<file path="src/rtl/clk_div_odd_or.sv">
// ---------------------------------------------------------------------------
// clk_div_odd_or : odd-ratio clock divider, 50% duty via posedge/negedge OR
// Rev 1.0
// ---------------------------------------------------------------------------
`timescale 1ns/1ps
`default_nettype none

module clk_div_odd_or #(
  parameter int DIV_CLK = 9
) (
  input  wire  clk,
  input  wire  rst_n,
  output logic clk_div9
);

  if ((DIV_CLK < 3) || ((DIV_CLK % 2) == 0)) begin : g_bad_div
    $fatal(1, "clk_div_odd_or: DIV_CLK=%0d must be odd and >= 3", DIV_CLK);
  end

  localparam int               CNT_W   = $clog2(DIV_CLK);
  localparam logic [CNT_W-1:0] CNT_MAX = CNT_W'(DIV_CLK - 1);
  localparam logic [CNT_W-1:0] HALF    = CNT_W'((DIV_CLK - 1) / 2);

  logic [CNT_W-1:0] cnt;
  logic [CNT_W-1:0] cnt_nxt;
  logic             clk_p;
  logic             clk_n;

  always_comb begin
    cnt_nxt = (cnt == CNT_MAX) ? '0 : cnt + CNT_W'(1);
  end

  always_ff @(posedge clk) begin
    if (!rst_n) begin
      cnt   <= '0;
      clk_p <= 1'b0;
    end else begin
      cnt <= cnt_nxt;
      if (cnt_nxt == '0) begin
        clk_p <= 1'b1;
      end else if (cnt_nxt == HALF) begin
        clk_p <= 1'b0;
      end
    end
  end

  // Half-cycle delayed copy stretches the short posedge high phase by 0.5 clk.
  always_ff @(negedge clk) begin
    if (!rst_n) begin
      clk_n <= 1'b0;
    end else begin
      clk_n <= clk_p;
    end
  end

  assign clk_div9 = clk_p | clk_n;

`ifndef SYNTHESIS
  // Every phase after the first rise since reset must last DIV_CLK half-cycles.
  int   half_cnt;
  logic div_q;
  logic armed;

  always @(posedge clk or negedge clk) begin
    div_q <= clk_div9;
    if (!rst_n) begin
      armed    <= 1'b0;
      half_cnt <= 0;
    end else if (clk_div9 != div_q) begin
      if (armed) begin
        assert (half_cnt + 1 == DIV_CLK)
          else $error("clk_div9 phase lasted %0d half-cycles", half_cnt + 1);
      end
      armed    <= armed | clk_div9;
      half_cnt <= 0;
    end else begin
      half_cnt <= half_cnt + 1;
    end
  end
`endif

endmodule

`default_nettype wire

</file>
<file path="config.mk">
export PLATFORM = sky130hd
export DESIGN_NAME = clk_div_odd_or
export DESIGN_NICKNAME = d
export VERILOG_FILES = /design/src/rtl/clk_div_odd_or.sv
export SDC_FILE = /design/constraint.sdc
export NUM_CORES = 1
export LEC_CHECK = 0
export CAP_MARGIN = 20
export CORE_AREA = 2 2 39 41
export DETAILED_ROUTE_END_ITERATION = 8
export DIE_AREA = 0 0 41 43
export GPL_ROUTABILITY_DRIVEN = 1
export PLACE_DENSITY = 0.4
export SYNTH_ARGS = -nofsm -noshare
export SYNTH_HDL_FRONTEND = slang
export SYNTH_SLANG_ARGS = --single-unit
export TNS_END_PERCENT = 20
</file>
<file path="constraint.sdc">
create_clock -name clk -period 1.4 [get_ports clk]
set_input_delay 0.35 -clock clk [delete_from_list [all_inputs] [get_ports clk]]
set_output_delay 0.35 -clock clk [all_outputs]
set_load 0.05 [all_outputs]
</file>
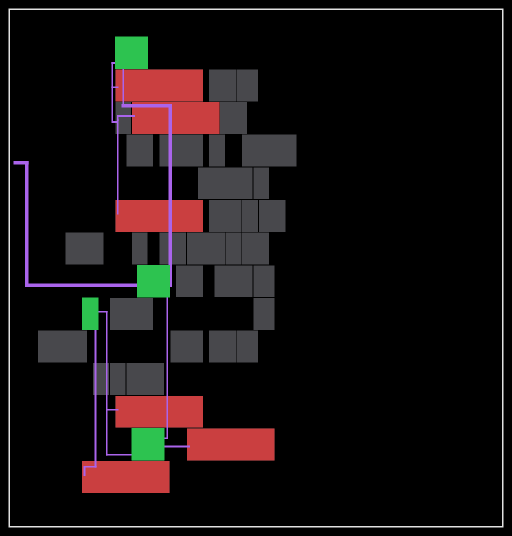
Figure 1: routed clock nets over the placement.
Scale: 12 px per µm.
clock wires: marked purple, length 111 µm. flip-flops: marked red, count 6. clock drivers: marked green, count 4.
There are 5 routed clock nets.
clk_lat worst skew: 0.31 ns
Clock power frac: 0.382

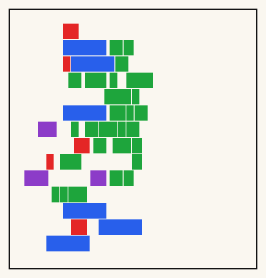
Figure 2: cells coloured by class.
Scale: 6 px per µm.
other buffers and delay cells: marked purple, cells 3. combinational and other logic: marked green, cells 27. clock drivers and dummy loads: marked red, cells 5. flops: marked blue, cells 6.
core area: 1380 µm²
design area: 373 µm²
final core utilization: 0.269
row count: 14
Seq/total area: 0.322

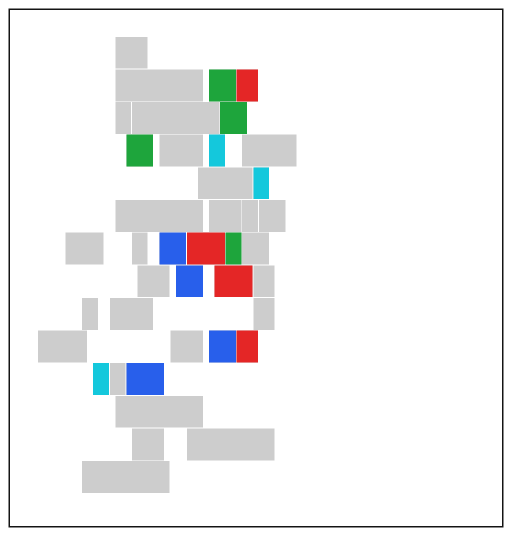
Figure 3: gate-type map.
Scale: 12 px per µm.
NOR gates: marked green, cells 4, most used nor2b_1, where top middle. inverters: marked cyan, cells 3, most used inv_1. AND and OR gates: marked blue, cells 4, most used and2_1. inverting AOI/OAI gates: marked red, cells 4, where middle.
combinational fraction of the cell area: 0.440
most instantiated logic cell after routing: dfxtp_1
Layout Cells excl Fill: 57

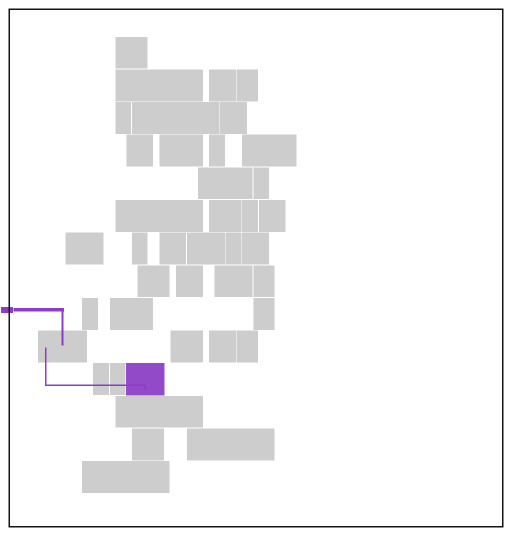
Figure 4: nets reached from selected ports.
Scale: 12 px per µm.
`clk_div9`: marked purple, bits 1, direction output, edge left, end cells 1, buffers 1, wire 18.5 µm.
io pins: 3
Port-buffer cells: 2

==> out/metrics.cfg <==
[grt]
groute.usage.overall = 0.0855
use_met2 = 0.131
top_usage_layer = met2
grt_max_degree = 8
met1_usage = 0.0712
met3_usage = 0.0157
antenna_found_initial = 0
grt_pass1_vias = 270

[clock_tree]
cts_tree = done
postCtsHoldBufs = 0
cts-root-buf = clkbuf_4
h-tree-depth = 1
cts_sinks = 6
clock_path_buffers = 2
clk_pin_slew_ns = 0.04
cts_setup_buffers = 0

[pwr]
pg_comb_w = 0.000102
pg_seq_w = 0.000200
seqPwrFrac = 0.409
pwr-share-comb = 0.209
p_sw_frac = 0.289
ir_worst_vdd_v = 0.000466
power_density_nw_per_um2 = 1310
p_int_w = 0.000347

[setup_path]
endpoint_kind = output port
reg2reg_depth = 6
crit_family = flip-flops
worstSetupPathDepth = 2
slowest_delay_ns = 0.29
crit_chain = or2_4 > buf_6
critPathCapture = clk_div9
critical_path_class = flop to output port
startpoint = clk_n
timing.critical_path.from_type = flop
reg2reg_slack_ns = 0.14
cp_slowest_cell = dfxtp_1
r2r_end = clk_p

[drt]
antenna_left = 0
wl_per_cell_um = 8.81
met2WireLength_um = 270
route.detailed.drc = 0
met1_length_um = 183
drtIter0Drc = 0
routed_wl_um = 502
viasPerCell = 4.26
drt-pass1-iter-count = 1
dr_total_vias = 243

[yosys]
logic_family = simple AND/OR/NAND/NOR gates
netlist_area_um2 = 297
mux_area_frac = 0.0338
avgSynthCellArea_um2 = 8.72
postSynthSeqShare = 0.405
flop_cell = dfxtp_1
yosys.area.top_type_share = 0.405
ys_warn_count = 0
synth-compound-area-share = 0.152
synthAdderAreaFrac = 0.0844
async_flop_share = 0
synth_cells = 34
common_cells = 6 x dfxtp_1, 4 x inv_1, 3 x nand2_1, 3 x nor2b_1
top_area_cell = dfxtp_1
yosys-stat-area_um2 = 297
area_leaders = dfxtp_1 41%, ha_1 8.4%, nor2b_1 6.3%
edf_count = 0
synth.distinct_cells = 18

[final_layout]
logic_gates = 24
buffer_area_frac = 0.0738
drive_above_1_share = 0.195
final_net_count = 46
final_cell_mix = 6 x dfxtp_1, 4 x inv_1, 3 x nand2_1, 3 x nor2b_1, 3 x clkbuf_4
reg.largest.list = cnt: 4 flops, clk_n: 1 flops, clk_p: 1 flops
antennaDiodeCount = 0
comb_area_um2 = 164
largest_reg_flops = 4
regArea_um2 = 120
n_clock_buffer = 4
clk_share = 0.0805
biggestCellCategory = logic gates
top_register = cnt
flop-count = 6

[final_timing]
tightest_slew_ns = 0.198
fin_ws_ns = -0.623
whs_ns = 0.503
setup-violations-final = 1
tns_ns = -0.623
slew_viol_final = 0
clock_skew_ns = 0.0616
max-slew-margin-rel = 0.868

[floorplanning]
die_w_um = 41
die_h_um = 43
fp-utilization = 0.214

[place]
place_area_um2 = 344
place_congestion = 0.776
place_hpwl_um = 384
dp_cells = 53

[status]
failed_checks = setup timing
outcome = finished, violations left

[flow_run]
warning_count = 31

[hold_path]
hp-class = flop to flop
hold_end = clk_p
hp-start = clk_p

Power and IR drop assume default switching activity.
